Run 1, clock wiring as the flow saved it:
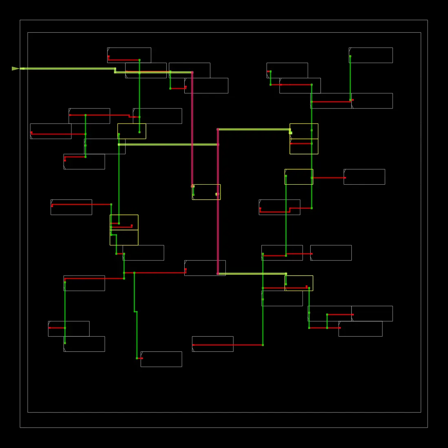
Run 1, M3 wires:
Drawn at 6 px/µm.
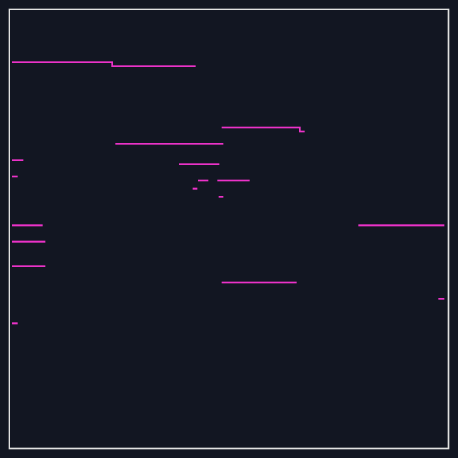
Run 1, cells by drive strength:
Drawn at 6 px/µm.
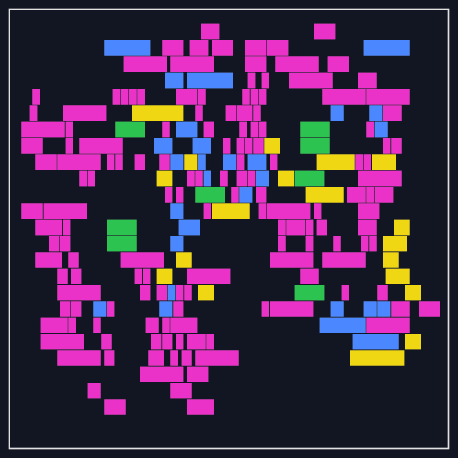
`config.mk`:
```
export PLATFORM = sky130hd
export DESIGN_NAME = controlador_secuencia_flat
export DESIGN_NICKNAME = d
export VERILOG_FILES = /design/src/rtl/controlador_pkg.sv /design/src/rtl/controlador_secuencia_if.sv /design/src/rtl/controlador_secuencia_detector_flanco.sv /design/src/rtl/controlador_secuencia.sv /design/src/flat_wrapper.sv
export SDC_FILE = /design/constraint.sdc
export NUM_CORES = 1
export LEC_CHECK = 0
export ABC_AREA = 1
export CAP_MARGIN = 20
export CORE_UTILIZATION = 25
export DETAILED_ROUTE_END_ITERATION = 7
export GPL_TIMING_DRIVEN = 0
export PLACE_DENSITY_LB_ADDON = 0.1
export SLEW_MARGIN = 25
export SYNTH_ARGS = -nofsm -noshare
export SYNTH_HDL_FRONTEND = slang
export SYNTH_SLANG_ARGS = --single-unit
```
`constraint.sdc`:
```
create_clock -name reloj -period 1.49 [get_ports reloj]
set_input_delay 0.149 -clock reloj [delete_from_list [all_inputs] [get_ports reloj]]
set_output_delay 0.149 -clock reloj [all_outputs]
set_load 0.02 [all_outputs]
```
`src/rtl/controlador_pkg.sv`:
```
// Shared types and defaults for the multiplier-chain sequencer.
package controlador_pkg;

  typedef enum logic [2:0] {
    StInactivo   = 3'd0,
    StCaptura    = 3'd1,
    StMultiplica = 3'd2,
    StConvierte  = 3'd3,
    StMuestra    = 3'd4,
    StError      = 3'd5
  } estado_t;

  localparam int unsigned CiclosEsperaDef      = 1024;
  localparam int unsigned CiclosAntirreboteDef = 65536;
  localparam int unsigned AnchoContadorDef     = 8;

  // Watchdog width: enough bits to hold ciclos-1.
  function automatic int unsigned anchoTimer(input int unsigned ciclos);
    return (ciclos < 2) ? 1 : $clog2(ciclos);
  endfunction

endpackage

```
`src/rtl/controlador_secuencia_if.sv`:
```
// Start strobes and completion flags between the sequencer and its subsystems.
interface controlador_secuencia_if;
  logic banderaValida;
  logic banderaLista;
  logic banderaConvertida;
  logic pulsoCaptura;
  logic pulsoMultiplicar;
  logic pulsoConvertir;
  logic pulsoDisplay;

  modport master (
    input  banderaValida, banderaLista, banderaConvertida,
    output pulsoCaptura, pulsoMultiplicar, pulsoConvertir, pulsoDisplay
  );

  modport slave (
    output banderaValida, banderaLista, banderaConvertida,
    input  pulsoCaptura, pulsoMultiplicar, pulsoConvertir, pulsoDisplay
  );
endinterface

```
`src/rtl/controlador_secuencia_detector_flanco.sv`:
```
// Start-button conditioning: 2-flop synchroniser, optional debounce, one-cycle inicio.
// Debounce is built only when CONTROLADOR_ANTIRREBOTE_EN is defined.
module detector_flanco #(
  parameter int unsigned CICLOS_ANTIRREBOTE = 65536
) (
  input  logic reloj,
  input  logic reinicio,
  input  logic boton,
  output logic inicio
);

  logic sync1Q, sync2Q;

`ifdef CONTROLADOR_ANTIRREBOTE_EN
  localparam int unsigned AnchoCnt = $clog2(CICLOS_ANTIRREBOTE + 1);
  localparam logic [AnchoCnt-1:0] CntTope   = AnchoCnt'(CICLOS_ANTIRREBOTE);
  localparam logic [AnchoCnt-1:0] CntDisparo = AnchoCnt'(CICLOS_ANTIRREBOTE - 1);

  logic [AnchoCnt-1:0] cntQ;

  always_ff @(posedge reloj) begin
    if (!reinicio) begin
      sync1Q <= 1'b0;
      sync2Q <= 1'b0;
      cntQ   <= '0;
    end else begin
      sync1Q <= boton;
      sync2Q <= sync1Q;
      // Saturating at the top value makes inicio fire once per press.
      if (!sync2Q)             cntQ <= '0;
      else if (cntQ != CntTope) cntQ <= cntQ + 1'b1;
    end
  end

  assign inicio = sync2Q && (cntQ == CntDisparo);
`else
  logic prevQ;
  logic unusedAntirrebote;

  assign unusedAntirrebote = ^CICLOS_ANTIRREBOTE;

  always_ff @(posedge reloj) begin
    if (!reinicio) begin
      sync1Q <= 1'b0;
      sync2Q <= 1'b0;
      prevQ  <= 1'b0;
    end else begin
      sync1Q <= boton;
      sync2Q <= sync1Q;
      prevQ  <= sync2Q;
    end
  end

  assign inicio = sync2Q && !prevQ;
`endif

endmodule

```
`src/rtl/controlador_secuencia.sv`:
```
// Sequencer for read -> multiply -> BCD -> display, with per-state watchdog.
// Optional start debounce: define CONTROLADOR_ANTIRREBOTE_EN.
module controlador_secuencia import controlador_pkg::*; #(
  parameter int unsigned CICLOS_ESPERA      = CiclosEsperaDef,
  parameter int unsigned CICLOS_ANTIRREBOTE = CiclosAntirreboteDef,
  parameter int unsigned ANCHO_CONTADOR     = AnchoContadorDef
) (
  input  logic                      reloj,
  input  logic                      reinicio,
  input  logic                      iniciarMultiplicacion,
  controlador_secuencia_if.master   bus,
  output logic                      ocupado,
  output logic                      banderaError,
  output logic [2:0]                estado,
  output logic [ANCHO_CONTADOR-1:0] contadorOperaciones
);

  localparam int unsigned ANCHO_TIMER = anchoTimer(CICLOS_ESPERA);
  localparam logic [ANCHO_TIMER-1:0] TimerMax = ANCHO_TIMER'(CICLOS_ESPERA - 1);

  logic inicio;

  detector_flanco #(
    .CICLOS_ANTIRREBOTE (CICLOS_ANTIRREBOTE)
  ) uDetector (
    .reloj    (reloj),
    .reinicio (reinicio),
    .boton    (iniciarMultiplicacion),
    .inicio   (inicio)
  );

  estado_t                   estadoQ, estadoD;
  logic [ANCHO_TIMER-1:0]    timerQ, timerD;
  logic [ANCHO_CONTADOR-1:0] contQ, contD;
  logic capQ, capD, mulQ, mulD, convQ, convD, dispQ, dispD;
  logic ocupadoQ, ocupadoD, errorQ, errorD;

  always_comb begin
    estadoD = estadoQ;
    timerD  = timerQ + 1'b1;
    contD   = contQ;
    capD    = 1'b0;
    mulD    = 1'b0;
    convD   = 1'b0;
    dispD   = 1'b0;
    case (estadoQ)
      StInactivo, StMuestra, StError: begin
        if (inicio) begin
          estadoD = StCaptura;
          capD    = 1'b1;
        end
      end
      StCaptura: begin
        if (bus.banderaValida) begin
          estadoD = StMultiplica;
          mulD    = 1'b1;
        end else if (timerQ == TimerMax) begin
          estadoD = StError;
        end
      end
      StMultiplica: begin
        if (bus.banderaLista) begin
          estadoD = StConvierte;
          convD   = 1'b1;
        end else if (timerQ == TimerMax) begin
          estadoD = StError;
        end
      end
      StConvierte: begin
        if (bus.banderaConvertida) begin
          estadoD = StMuestra;
          dispD   = 1'b1;
          contD   = contQ + 1'b1;
        end else if (timerQ == TimerMax) begin
          estadoD = StError;
        end
      end
      default: estadoD = StInactivo;
    endcase
    // Watchdog restarts on every state change.
    if (estadoD != estadoQ) timerD = '0;
    ocupadoD = (estadoD == StCaptura) || (estadoD == StMultiplica) || (estadoD == StConvierte);
    errorD   = (estadoD == StError);
  end

  always_ff @(posedge reloj) begin
    if (!reinicio) begin
      estadoQ  <= StInactivo;
      timerQ   <= '0;
      contQ    <= '0;
      capQ     <= 1'b0;
      mulQ     <= 1'b0;
      convQ    <= 1'b0;
      dispQ    <= 1'b0;
      ocupadoQ <= 1'b0;
      errorQ   <= 1'b0;
    end else begin
      estadoQ  <= estadoD;
      timerQ   <= timerD;
      contQ    <= contD;
      capQ     <= capD;
      mulQ     <= mulD;
      convQ    <= convD;
      dispQ    <= dispD;
      ocupadoQ <= ocupadoD;
      errorQ   <= errorD;
    end
  end

  assign bus.pulsoCaptura     = capQ;
  assign bus.pulsoMultiplicar = mulQ;
  assign bus.pulsoConvertir   = convQ;
  assign bus.pulsoDisplay     = dispQ;
  assign ocupado              = ocupadoQ;
  assign banderaError         = errorQ;
  assign estado               = estadoQ;
  assign contadorOperaciones  = contQ;

endmodule

```
`src/flat_wrapper.sv`:
```
// flat-port wrapper written by rule: the top's interface ports become plain ports
module controlador_secuencia_flat import controlador_pkg::*;
#(
  parameter int unsigned CICLOS_ESPERA      = CiclosEsperaDef,
  parameter int unsigned CICLOS_ANTIRREBOTE = CiclosAntirreboteDef,
  parameter int unsigned ANCHO_CONTADOR     = AnchoContadorDef
)
  (reloj, reinicio, iniciarMultiplicacion, ocupado, banderaError, estado, contadorOperaciones, bus_banderaValida, bus_banderaLista, bus_banderaConvertida, bus_pulsoCaptura, bus_pulsoMultiplicar, bus_pulsoConvertir, bus_pulsoDisplay);
  controlador_secuencia_if bus_i ();
  input  logic reloj;
  input  logic reinicio;
  input  logic iniciarMultiplicacion;
  output logic ocupado;
  output logic banderaError;
  output logic [2:0] estado;
  output logic [ANCHO_CONTADOR-1:0] contadorOperaciones;
  input wire logic [$bits(bus_i.banderaValida)-1:0] bus_banderaValida;
  input wire logic [$bits(bus_i.banderaLista)-1:0] bus_banderaLista;
  input wire logic [$bits(bus_i.banderaConvertida)-1:0] bus_banderaConvertida;
  output wire logic [$bits(bus_i.pulsoCaptura)-1:0] bus_pulsoCaptura;
  output wire logic [$bits(bus_i.pulsoMultiplicar)-1:0] bus_pulsoMultiplicar;
  output wire logic [$bits(bus_i.pulsoConvertir)-1:0] bus_pulsoConvertir;
  output wire logic [$bits(bus_i.pulsoDisplay)-1:0] bus_pulsoDisplay;
  assign bus_i.banderaValida = bus_banderaValida;
  assign bus_i.banderaLista = bus_banderaLista;
  assign bus_i.banderaConvertida = bus_banderaConvertida;
  assign bus_pulsoCaptura = bus_i.pulsoCaptura;
  assign bus_pulsoMultiplicar = bus_i.pulsoMultiplicar;
  assign bus_pulsoConvertir = bus_i.pulsoConvertir;
  assign bus_pulsoDisplay = bus_i.pulsoDisplay;
  controlador_secuencia #(.CICLOS_ESPERA(CICLOS_ESPERA), .CICLOS_ANTIRREBOTE(CICLOS_ANTIRREBOTE), .ANCHO_CONTADOR(ANCHO_CONTADOR)) u_core (.reloj(reloj), .reinicio(reinicio), .iniciarMultiplicacion(iniciarMultiplicacion), .bus(bus_i), .ocupado(ocupado), .banderaError(banderaError), .estado(estado), .contadorOperaciones(contadorOperaciones));
endmodule
```
==> GITHUB_STEP_SUMMARY, run 1 <==
### Metrics collected by this job

| Metric | Value |
|---|---|
| Status | `completed` |
| Synth area leaders | `dfxtp_1 48%, nand2_1 7.8%, nor2_1 7.8%` |
| Ys flop type | `dfxtp_1` |
| Ys async rst share | `0%` |
| Placed wire-length estimate | `1920 µm` |
| Buffers added on ports | `22` |
| Post-Layout Inst Area | `1870 µm²` |
| # diodes | `0` |
| Final Hold Viols | `0` |
| CTS clk-pin slew, worst paths | `0.06 ns` |
| Antenna violations before repair | `0` |
| Worst VDD drop | `0.580 mV` |
| 1st-pass router iterations | `4` |
| Least-Margin Pin Slew | `0.437 ns` |
| P&R area growth vs syn | `48.3%` |
| Clock Sinks | `30` |
| Commonest cells in the netlist | `30 x dfxtp_1, 26 x nand2_1, 26 x nor2_1, 25 x inv_1, 10 x nand3_1` |
| Slew headroom | `70.9%` |
| Remaining antenna violation count | `0` |
| Dpl cells | `253` |
| Synth cell types | `23` |
| Grt ovf | `0` |
| CP Data Required Time | `1.65 ns` |
| Hold_ws | `0.409 ns` |
| Worst-path cell chain | `inv_1 -> nor2_2 -> nand3_2 -> nor3_1 -> and3_1 -> nor3_1` |
| Synth warn | `0` |
| WL/cell | `10.8 µm` |
| Syn_nets | `172` |
| RSZ-0062 raised after global routing | `true` |
| Crit-path leading delay family | `simple AND/OR/NAND/NOR gates` |
| Synth Instances | `164` |
| Syn Std Cell Area | `1260 µm²` |
| Sequential share of the synthesized area | `47.7%` |
| H-tree depth | `2` |
| Worst setup SP type | `flop` |
| Share of cells above drive strength 1 | `26.8%` |
| CTS tree | `built` |
| Power per Cell Area | `1050 nW/µm²` |
| Fmax | `678 MHz` |
| Slowest stage delay, CP | `0.35 ns` |
| Post-CTS sizing | `12` |
| Largest net degree at the start of global routing | `11` |
| Final cell count without fillers | `272` |
| Row cnt | `25` |
| Routed vias/inst | `4.26` |
| First-pass GRT wire length | `4730 µm` |
| Global-route usage over all layers | `11.9%` |
| I/O pins | `23` |
| Core ar. | `4790 µm²` |
| Die area | `5320 µm²` |
| Setup TNS | `0 ns` |
| Vertical die size | `73.0 µm` |
| Maxcap violations | `0` |
| Nets@finish | `212` |
| Fin crit share | `99.0%` |
| Layout Skew | `0.00359 ns` |
| RePlAce Congestion | `0.829` |
| Post-synth top area share | `47.7%` |
| Critical Path Most Common Cell | `nor3_1` |
| Clock Path Buffers | `2` |
| CP max stage cell | `dfxtp_2` |
| Final setup viols | `0` |
| Root Buffer | `clkbuf_8` |
| Die Wd | `73.0 µm` |
| Initial DRC count | `16` |
| Final Power | `1.97 mW` |
Back to the opening pictures, 'clock wiring as the flow saved it':
Num CTS Buffers: 5
Clock Latency Late Sink: 0.28 ns
seq_cells: 30

Back to the opening pictures, 'M3 wires':
share of all routed wire: 4.1%
longest straight run: 17.7 µm
main direction: horizontal
nets with wire on the layer: 12
via count: 1158
Post-Route WL: 2950 µm
GR Util met3: 4.42%

Back to the opening pictures, 'cells by drive strength':
[x6 and larger] green | cells: 8 | share: 3.9% | most used: clkbuf_8
[x2] blue | cells: 28 | share: 14% | most used: nor2_2
[x3 and x4] yellow | cells: 19 | share: 9.3% | most used: buf_4
[x1 and smaller] magenta | cells: 150 | share: 73%

-- run 1: final cells by class --
class                           count  area [µm²]
Buffer                              1        3.75
Tap cell                           67        83.8
Clock buffer                        8         110
Sequential cell                    30         611
Inverter                           28         108
Timing Repair Buffer               32         303
Fill cell                         512        2920
Multi-Input combinational cell    106         648
-- run 1: worst reg2reg max path, stage by stage (launching register included) --
cell and delay [ns]:
dfxtp_2 0.35, inv_1 0.09, nor2_2 0.17, nand3_2 0.17
nor3_1 0.32, and3_1 0.22, nor3_1 0.04
-- run 1: placed cells by master (no fill, tap or decap), types with 2 or more instances in the layout --
| master | synthesis | layout |
|---|---|---|
| nand3_2 | 2 | 2 |
| nor2_2 | 4 | 9 |
| inv_2 | 3 | 3 |
| xnor2_1 | 3 | 3 |
| dfxtp_1 | 30 | 24 |
| o21ai_1 | 2 | 2 |
| o21ai_2 | 1 | 2 |
| nand3_1 | 10 | 9 |
| clkdlybuf4s50_1 | 0 | 16 |
| xor2_1 | 6 | 6 |
| dfxtp_2 | 0 | 5 |
| dlymetal6s2s_1 | 0 | 4 |
| a21oi_1 | 9 | 7 |
| a21oi_2 | 0 | 2 |
| dlygate4sd2_1 | 0 | 2 |
| o21ai_0 | 5 | 4 |
| nor2_4 | 0 | 2 |
| nand2_2 | 1 | 5 |
| buf_4 | 0 | 10 |
| inv_1 | 25 | 24 |
| nor2_1 | 26 | 19 |
| nand3_4 | 1 | 3 |
| nand2_1 | 26 | 21 |
| clkbuf_8 | 0 | 8 |
| nor3_1 | 3 | 3 |
-- run 1: where the power goes --
group / switching [mW] / internal [mW]
registers: 0.0316 / 0.844
logic: 0.183 / 0.145
clock network: 0.300 / 0.466
-- run 1: cells by family (layout without fill, tap and decap cells) --
group                    after synthesis  after routing  synth area share [%]
XOR/XNOR                               9              9                  6.26
adder cells (fa/ha/maj)                2              2                  1.99
AND/OR/NAND/NOR                       76             77                  27.7
buffers and inverters                 29             69                  8.65
flip-flops                            30             30                  47.7
AND-OR/OR-AND                         18             18                  7.65
-- run 1: flip-flops by register name, summed over array words and instances, names as in the netlist --
name,cells
u_core.timerQ,10
u_core.contadorOperaciones,8
u_core.estado,3
u_core.banderaError,1
u_core.bus.pulsoCaptura,1
u_core.bus.pulsoConvertir,1
u_core.bus.pulsoDisplay,1
u_core.bus.pulsoMultiplicar,1
u_core.ocupado,1
u_core.uDetector.prevQ,1
u_core.uDetector.sync1Q,1
u_core.uDetector.sync2Q,1
-- run 1: routing by layer --
| metal | track usage [%] | part of all wire, % |
|---|---|---|
| met1 | 14.2 | 45 |
| met2 | 18.8 | 49 |
| met3 | 4.42 | 4.1 |
| met4 | 5.88 | 1.6 |
| met5 | 0 | 0 |
-- run 1: worst paths after layout --
kind	from	end	slack, ns	cells past startpoint
max	u_core.estado[1]	u_core.contadorOperaciones[4]	0.02	6
min	iniciarMultiplicacion	u_core.uDetector.sync1Q	0.41	3
max reg2reg	u_core.estado[1]	u_core.contadorOperaciones[4]	0.02	6
min reg2reg	u_core.uDetector.sync1Q	u_core.uDetector.sync2Q	0.41	2
Run 1, where the registers sit:
Drawn at 4 px/µm. Other sequential cells in the stronger gray, the rest of the logic in the fainter gray.
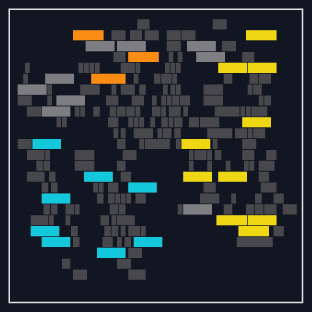

--- run 2 (diff from run 1) ---
--- a/config.mk
+++ b/config.mk
@@ -6,12 +6,15 @@
 export NUM_CORES = 1
 export LEC_CHECK = 0
 export ABC_AREA = 1
+export ABC_CLOCK_PERIOD_IN_PS = 1490
 export CAP_MARGIN = 20
 export CORE_UTILIZATION = 25
+export CTS_CLUSTER_DIAMETER = 40
 export DETAILED_ROUTE_END_ITERATION = 7
 export GPL_TIMING_DRIVEN = 0
 export PLACE_DENSITY_LB_ADDON = 0.1
 export SLEW_MARGIN = 25
 export SYNTH_ARGS = -nofsm -noshare
 export SYNTH_HDL_FRONTEND = slang
+export SYNTH_HIERARCHICAL = 1
 export SYNTH_SLANG_ARGS = --single-unit
Run 2, where the registers sit:
Drawn at 4 px/µm. Other sequential cells in the stronger gray, the rest of the logic in the fainter gray.
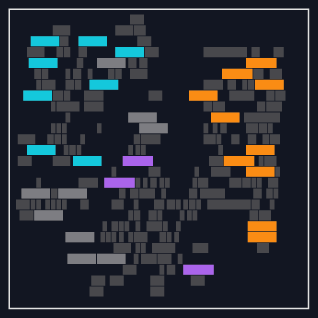
[u_core/contadorOperaciones] cyan | flops: 8 | where: upper left
[u_core/timerQ] orange | flops: 10
[u_core/estado] purple | flops: 3
not colored: 9

==> GITHUB_STEP_SUMMARY, run 2 <==
### Metrics collected by this job

| Metric | Value |
|---|---|
| Status | `completed` |
| Most frequent logic cells in the routed design | `30 x nand2_1, 26 x inv_1, 24 x dfxtp_1` |
| Crit path time final | `1.49 ns` |
| WL/cell | `10.2 µm (-5.7%)` |
| Initial DRC count | `20 (+4)` |
| Least-Margin Pin Slew | `0.284 ns (-0.154 ns)` |
| Nets@finish | `217 (+2.4%)` |
| Cell count of the worst hold path | `3 (unchanged)` |
| Post-Layout Inst Area | `1940 µm² (+4.2%)` |
| Slowest stage delay, CP | `0.35 ns (about the same)` |
| Placed wire-length estimate | `1980 µm (+3.0%)` |
| Final cell count without fillers | `280 (+2.9%)` |
| Synth Instances | `172 (+4.9%)` |
| Grt ovf | `0 (unchanged)` |
| Commonest cells in the netlist | `34 x nand2_1, 30 x dfxtp_1, 29 x inv_1, 22 x nor2_1, 8 x o21ai_0` |
| Fmax | `672 MHz (-0.83%)` |
| Die Wd | `74.5 µm (+2.1%)` |
| Post-Route WL | `2860 µm (-2.9%)` |
| Sequential share of the synthesized area | `45.8% (-2.0 points)` |
| Crit-path leading delay family | `simple AND/OR/NAND/NOR gates` |
| Final Power | `2.27 mW (+15%)` |
| Worst r2r path cells | `11 (+5)` |
| RePlAce Congestion | `0.764 (-7.9%)` |
| Share of cells above drive strength 1 | `27.6% (+0.79 points)` |
| Power per Cell Area | `1170 nW/µm² (+11%)` |
| Critical Path Most Common Cell | `nand2_1` |
| Synth cell types | `24 (+4.3%)` |
| Log Warnings | `28` |
| Post-synth EDFFs | `0` |
| First-pass GRT wire length | `4820 µm (+2.1%)` |
| 1st-pass router iterations | `4 (unchanged)` |
| Worst setup SP type | `flop` |
| Num CTS Buffers | `5 (unchanged)` |
| Largest net degree at the start of global routing | `11 (unchanged)` |
| Worst R2R Start | `u_core/timerQ[0]` |
| Remaining antenna violation count | `0 (unchanged)` |
| Synth area leaders | `dfxtp_1 46%, nand2_1 9.7%, inv_1 8.3%` |
| Syn_nets | `180 (+4.7%)` |
| CP max stage cell | `dfxtp_2` |
| Max Fanout on Critical Path | `5` |
| Post-synth top area share | `45.8% (-2.0 points)` |
| Die area | `5540 µm² (+4.2%)` |
| Routed vias/inst | `4.18 (-1.9%)` |
| Worst Path Buf+Inv | `0` |
| Top cell excl fill/tap | `nand2_1` |
| Vertical die size | `74.5 µm (+2.1%)` |
| Buffers added on ports | `22 (unchanged)` |
| CTS tree | `built` |
| Dpl cells | `264 (+4.3%)` |
| Final setup viols | `0 (unchanged)` |
| Cell Area, Placed | `1620 µm²` |
| Ys async rst share | `0% (unchanged)` |
| Worst hold endpoint | `u_core/uDetector/sync1Q` |
| Antenna violations before repair | `0 (unchanged)` |
| Hold path start | `iniciarMultiplicacion` |
| Global-route usage over all layers | `11.9% (-0.016 points)` |
| Slew headroom | `81.1% (+10 points)` |
| Syn Std Cell Area | `1310 µm² (+4.3%)` |
| I/O pins | `23 (unchanged)` |
| Fin crit share | `99.8% (+0.83 points)` |
| Worst setup path category | `reg -> reg` |
| Worst R2R End | `u_core/timerQ[5]` |
| Largest Register | `u_core/timerQ` |
| RSZ-0062 raised after global routing | `true` |
| Setup crit end kind | `flop` |
| Worst-path cell chain | `ha_4 -> nand2_2 -> nor2_4 -> nand3_2 -> nand2_1 -> nand2_1 -> nand2_1 -> nand2_1 -> nand2_2 -> nand3_4 -> nor2_2` |
| Via count | `1169 (+0.95%)` |
| Final Hold Viols | `0 (unchanged)` |
| Row cnt | `26 (+4.0%)` |
| Hold-fix buffers, CTS | `0` |
| Core ar. | `5070 µm² (+6.0%)` |
| Worst VDD drop | `0.386 mV (-33%)` |
| CP Data Required Time | `1.70 ns (+0.05 ns)` |
| Clock Latency Late Sink | `0.28 ns (about the same)` |
| Leakage | `0.896 nW` |
| P&R area growth vs syn | `48.1%` |
| Maxcap violations | `0 (unchanged)` |
| # diodes | `0 (unchanged)` |
| Max reg flops | `10 (unchanged)` |
| Ys flop type | `dfxtp_1` |
| H-tree depth | `2 (unchanged)` |
| Synthesis area per yosys | `1310 µm²` |
| Worst reg-to-reg setup slack | `0.003 ns (about the same)` |
| Hold_ws | `0.393 ns (-0.0161 ns)` |
| Root Buffer | `clkbuf_8` |
| Syn Area/Cell | `7.63 µm²` |
| Synth warn | `6 (+6)` |
| Fp_density | `25.9%` |
| Cells in synth_stat.txt | `172` |
| CTS clk-pin slew, worst paths | `0.07 ns (about the same)` |
| Clock Path Buffers | `2 (unchanged)` |
Run 2, clock wiring as the flow saved it:
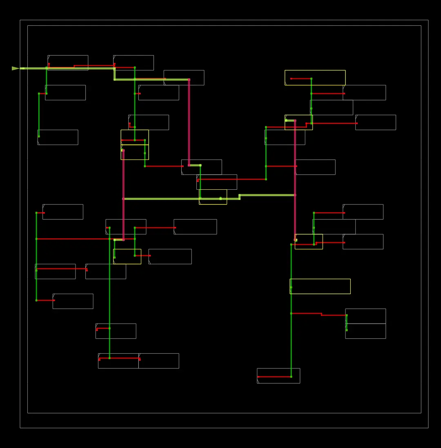
Layout Skew: 0.00661 ns
Clock Power: 1.01 mW
Clock Sinks: 30

==> run 2: cell count changes after synthesis, sizes merged <==
cell	previous run	this run
nor4	1	0
a31oi	0	2
buf	0	2
nor3b	1	2
a21oi	9	7
nand4	0	2
nor3	3	7
nand3	13	8
o211ai	1	0
xor2	6	5
clkbuf	1	0
nand2	27	35
inv	28	29
nor2	30	29
==> run 2: layout make-up <==
| cell class | instances | area (µm²) |
|---|---|---|
| multi-input combinational | 112 | 694 |
| fill | 555 | 3130 |
| clock inverter | 2 | 60.1 |
| timing repair buffer | 29 | 284 |
| clock buffer | 6 | 82.6 |
| buffer | 2 | 16.3 |
| inverter | 29 | 111 |
| sequential | 30 | 608 |
| tap | 70 | 87.6 |
==> run 2: kinds of logic (layout without fill, tap and decap cells) <==
logic type	after synthesis	count (layout)	share of synthesized area, %
flops	30	30	45.8
simple gates	84	85	31.1
buf+inv	31	68	9.25
xor+xnor	8	8	5.34
fa+ha+maj	2	2	1.91
compound gates	17	17	6.67
==> run 2: how the worst max path moves through the flow <==
stage                               start                       endpoint  cells past startpoint
floorplan                u_core/estado[1]  u_core/contadorOperaciones[6]                      6
global placement    bus_banderaConvertida  u_core/contadorOperaciones[6]                      7
detailed placement  bus_banderaConvertida  u_core/contadorOperaciones[6]                      7
CTS                      u_core/timerQ[1]               u_core/timerQ[1]                     11
global route             u_core/timerQ[0]               u_core/timerQ[5]                     11
finish                   u_core/timerQ[0]               u_core/timerQ[5]                     11
==> run 2: power breakdown <==
| part | switching [mW] | internal (mW) | leakage [nW] |
|---|---|---|---|
| Combinational | 0.212 | 0.163 | 0.579 |
| Sequential | 0.0337 | 0.845 | 0.246 |
| Clock | 0.300 | 0.713 | 0.0714 |
| Total | 0.545 | 1.72 | 0.896 |
==> run 2: timing repair <==
item	4_1_cts	5_1_grt
buffers inserted	6	1
setup endpoints to repair	19	19
gates cloned	1	0
resized	19	22
pin swaps	12	16
==> run 2: worst min-delay path, stage by stage <==
cell and delay, ns:
clkdlybuf4s50_1 0.39, nand2_1 0.06, inv_1 0.03
==> run 2: per-stage QoR <==
step	TNS, ns	util (%)	setup WS (ns)
4_1_cts	-0.0165	36.9	-0.0107
3_3_place_gp	-2.38	32.0	-0.248
5_1_grt	-0.780	38.3	-0.103
6_report	0	38.3	0.00273
2_1_floorplan	0	-	0.00889
3_5_place_dp	-3.13	32.0	-0.256
==> run 2: per-layer routing <==
metal | part of all wire (%) | GRT usage [%] | routed length (µm)
met5 | 0 | 0 | 0
met4 | 1.9 | 6.29 | 53
met2 | 52 | 20.5 | 1500
met3 | 3.3 | 3.79 | 94
met1 | 42 | 12.9 | 1220
Run 2, cells by drive strength:
Drawn at 6 px/µm.
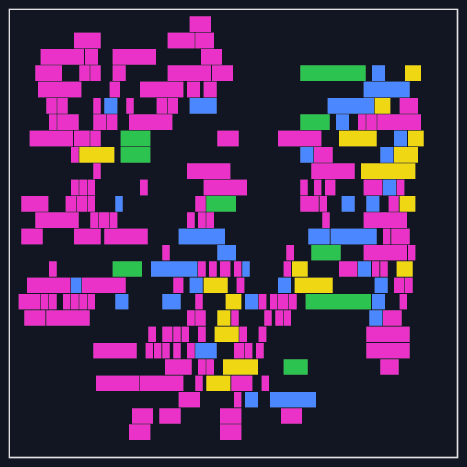

--- run 3 (diff from run 2) ---
--- a/config.mk
+++ b/config.mk
@@ -8,6 +8,7 @@
 export ABC_AREA = 1
 export ABC_CLOCK_PERIOD_IN_PS = 1490
 export CAP_MARGIN = 20
+export CORE_ASPECT_RATIO = 1.1
 export CORE_UTILIZATION = 25
 export CTS_CLUSTER_DIAMETER = 40
 export DETAILED_ROUTE_END_ITERATION = 7
Run 3, cells by drive strength:
Drawn at 6 px/µm.
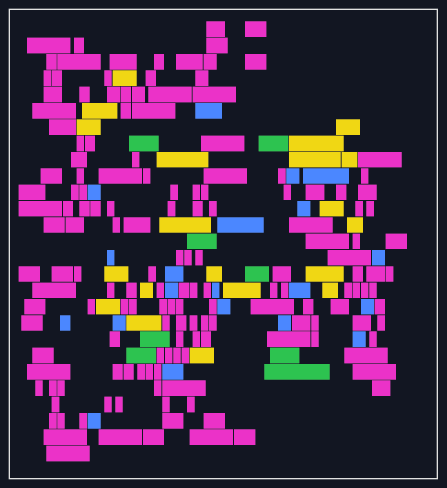
Non-clock buffers: 28
PnR worst setup slack: 0.00587 ns
Post-Layout Inst Area: 1880 µm²

==> GITHUB_STEP_SUMMARY, run 3 <==
### Metrics collected by this job

| Metric | Value |
|---|---|
| CP Data Required Time | `1.70 ns (about the same)` |
| Buffers added on ports | `22 (unchanged)` |
| Final core utilization | `37.3% (-1.0 points)` |
| Most frequent logic cells in the routed design | `30 x nand2_1, 26 x inv_1, 25 x dfxtp_1` |
| Num CTS Buffers | `5 (unchanged)` |
| Power per Cell Area | `1100 nW/µm² (-5.8%)` |
| Placed wire-length estimate | `2000 µm (+0.99%)` |
| Final setup viols | `0 (unchanged)` |
| Fin crit share | `99.6% (-0.21 points)` |
| Clock Sinks | `30 (unchanged)` |
| Initial DRC count | `24 (+20%)` |
| Clock Path Buffers | `2 (unchanged)` |
| Largest net degree at the start of global routing | `10 (-1)` |
| Worst VDD drop | `0.419 mV (+8.6%)` |
| Largest Register | `u_core/timerQ` |
| Syn Std Cell Area | `1310 µm² (unchanged)` |
| Worst setup path category | `reg -> reg` |
| Share of cells above drive strength 1 | `23.3% (-4.3 points)` |
| Pre-CTS WS | `-0.194 ns (+0.0624 ns)` |
| Least-Margin Pin Slew | `0.344 ns (+0.0601 ns)` |
| Remaining antenna violation count | `0 (unchanged)` |
| Commonest cells in the netlist | `34 x nand2_1, 30 x dfxtp_1, 29 x inv_1, 22 x nor2_1, 8 x o21ai_0` |
| Synth area leaders | `dfxtp_1 46%, nand2_1 9.7%, inv_1 8.3%` |
| P&R area growth vs syn | `43.0%` |
| Max reg flops | `10 (unchanged)` |
| Synth warn | `6 (unchanged)` |
| Max Fanout on Critical Path | `5 (unchanged)` |
| Row cnt | `27 (+3.8%)` |
| Antenna violations before repair | `0 (unchanged)` |
| Final Power | `2.06 mW (-9.1%)` |
| Comb. cell area | `693 µm² (-0.18%)` |
| Syn_nets | `180 (unchanged)` |
| CTS tree | `built` |
| Fmax | `674 MHz (+0.21%)` |
| 1st-pass router iterations | `4 (unchanged)` |
| Post-synth top area share | `45.8% (unchanged)` |
| CTS clk-pin slew, worst paths | `0.06 ns (about the same)` |
| Die Wd | `71.1 µm (-4.5%)` |
| Status | `completed` |
| RSZ-0062 raised after global routing | `true` |
| Die area | `5540 µm² (about the same)` |
| Dpl cells | `252 (-4.5%)` |
| Global-route usage over all layers | `12.1% (+0.27 points)` |
| Synthesis area per yosys | `1310 µm² (unchanged)` |
| Log Warnings | `28 (unchanged)` |
| Slew headroom | `77.1% (-4.0 points)` |
| Synth Instances | `172 (unchanged)` |
| Core ar. | `5030 µm² (-0.81%)` |
| Grt ovf | `0 (unchanged)` |
| Sequential share of the synthesized area | `45.8% (unchanged)` |
| WL/cell | `11.3 µm (+11%)` |
| Setup TNS | `0 ns (unchanged)` |
| Register area | `614 µm² (+1.0%)` |
| Fp_density | `26.1% (+0.21 points)` |
| Layout Skew | `0.00801 ns (+0.00140 ns)` |
| Final cell count without fillers | `264 (-5.7%)` |
| H-tree depth | `2 (unchanged)` |
| Clock Latency Late Sink | `0.28 ns (about the same)` |
| Hold_ws | `0.399 ns (+0.00667 ns)` |
| Root Buffer | `clkbuf_8` |
| Nets@finish | `214 (-1.4%)` |
| Worst setup SP type | `flop` |
| Crit path time final | `1.48 ns (-0.00314 ns)` |
| Maxcap violations | `0 (unchanged)` |
| Setup crit end kind | `flop` |
| Cell Area, Placed | `1610 µm² (-0.93%)` |
| Vertical die size | `78.0 µm (+4.8%)` |
| Final Hold Viols | `0 (unchanged)` |
| Leakage | `0.874 nW (-2.4%)` |
| Routed vias/inst | `4.38 (+4.9%)` |
| Ys async rst share | `0% (unchanged)` |
| First-pass GRT wire length | `5040 µm (+4.4%)` |
| # diodes | `0 (unchanged)` |
| I/O pins | `23 (unchanged)` |
| Top cell excl fill/tap | `nand2_1` |
| Cells in synth_stat.txt | `172 (unchanged)` |
| Synth cell types | `24 (unchanged)` |
| HP Class | `in -> reg` |
| Syn Area/Cell | `7.63 µm² (unchanged)` |
Run 3, M3 wires:
Drawn at 6 px/µm.
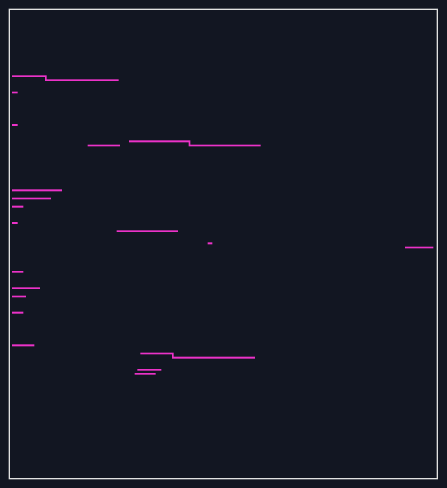
wire length on this layer: 118 µm
nets with wire on the layer: 17
main direction: horizontal
longest straight run: 13.6 µm
GR Util met3: 4.29%
via count: 1156
Post-Route WL: 2980 µm

-- run 3: critical path, cell delays in order, from the launching register on --
cell and delay (ns):
dfxtp_4 0.36, ha_4 0.15, nand2_4 0.05, nor2_4 0.10
nand3_2 0.11, nand2_1 0.07, nand2_1 0.06, nand2_1 0.08
nand2_1 0.06, nand2_2 0.11, nand3_4 0.12, nor2_1 0.12
-- run 3: power breakdown --
group / switching (mW) / leakage [nW] / total [mW] / internal, mW
logic: 0.201 / 0.570 / 0.347 / 0.147
registers: 0.0359 / 0.246 / 0.882 / 0.846
clock network: 0.298 / 0.0573 / 0.832 / 0.534
-- run 3: layout make-up --
class | count | area share (%)
flip-flops and latches | 30 | 32.7
inverters | 29 | 5.93
clock buffers | 6 | 4.40
plain buffers | 2 | 0.867
well taps | 58 | 3.87
multi-input cells | 112 | 36.9
clock inverters | 1 | 1.60
repair buffers | 26 | 13.7
-- run 3: routing by layer --
metal  vias up  part of all wire, %  wire (µm)  global-route usage, %
met5         -                    0          0                      0
li1        601                    -          -                      -
met2        24                   49       1470                   20.4
met3         5                  3.9        117                   4.29
met4         0                  2.0         60                   6.00
met1       526                   45       1340                   13.6
-- run 3: cell families after synthesis --
family	share of synthesized area, %
flops	45.8
buf+inv	9.25
xor+xnor	5.34
fa+ha+maj	1.91
compound gates	6.67
simple gates	31.1
-- run 3: worst paths after layout --
| check | from | cells after the start | end | slack [ns] |
|---|---|---|---|---|
| worst max-delay path | u_core/timerQ[1] | 11 | u_core/timerQ[7] | 0.006 |
| worst min-delay path | iniciarMultiplicacion | 3 | u_core/uDetector/sync1Q | 0.40 |
| worst max register to register | u_core/timerQ[1] | 11 | u_core/timerQ[7] | 0.006 |
| worst min register to register | u_core/uDetector/sync1Q | 2 | u_core/uDetector/sync2Q | 0.41 |
-- run 3: repair_timing --
item,4_1_cts,5_1_grt
endpoints found under the setup margin,19,19
cloned,1,0
hold buffers,0,0
buffers inserted,3,1
resized,20,21
pin swaps,9,6

==> screenshots <==
Signal metal coverage by tile.
(a)
Drawn at 4 px/µm. The die is cut into 15 by 15 equal tiles; black is low, pale yellow is high, scaled to the fullest tile. Values are wire area over tile area, all layers added.
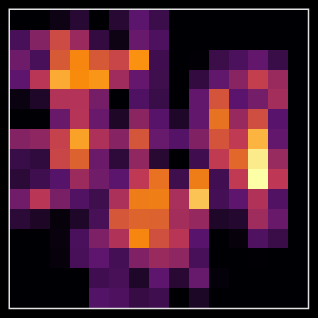
(b)
Drawn at 4 px/µm. The die is cut into 15 by 15 equal tiles; black is low, pale yellow is high, scaled to the fullest tile. Values are wire area over tile area, all layers added.
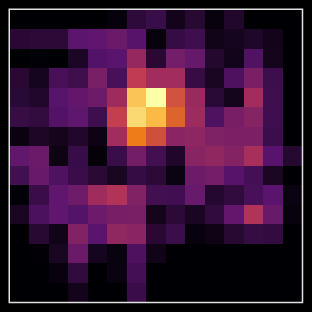
(c)
Drawn at 4 px/µm. The die is cut into 14 by 16 equal tiles; black is low, pale yellow is high, scaled to the fullest tile. Values are wire area over tile area, all layers added.
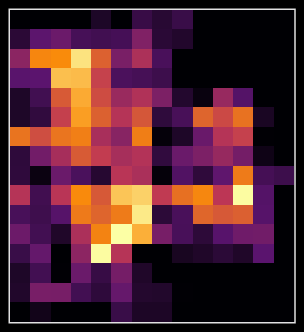
(c) -> run 3
(a) -> run 2
(b) -> run 1

Key to (a):
fullest tile: 0.33
densest ninth of the die: middle right
mean over tiles: 0.081

Power figures rest on the tool's default switching activity, not on a simulated workload.
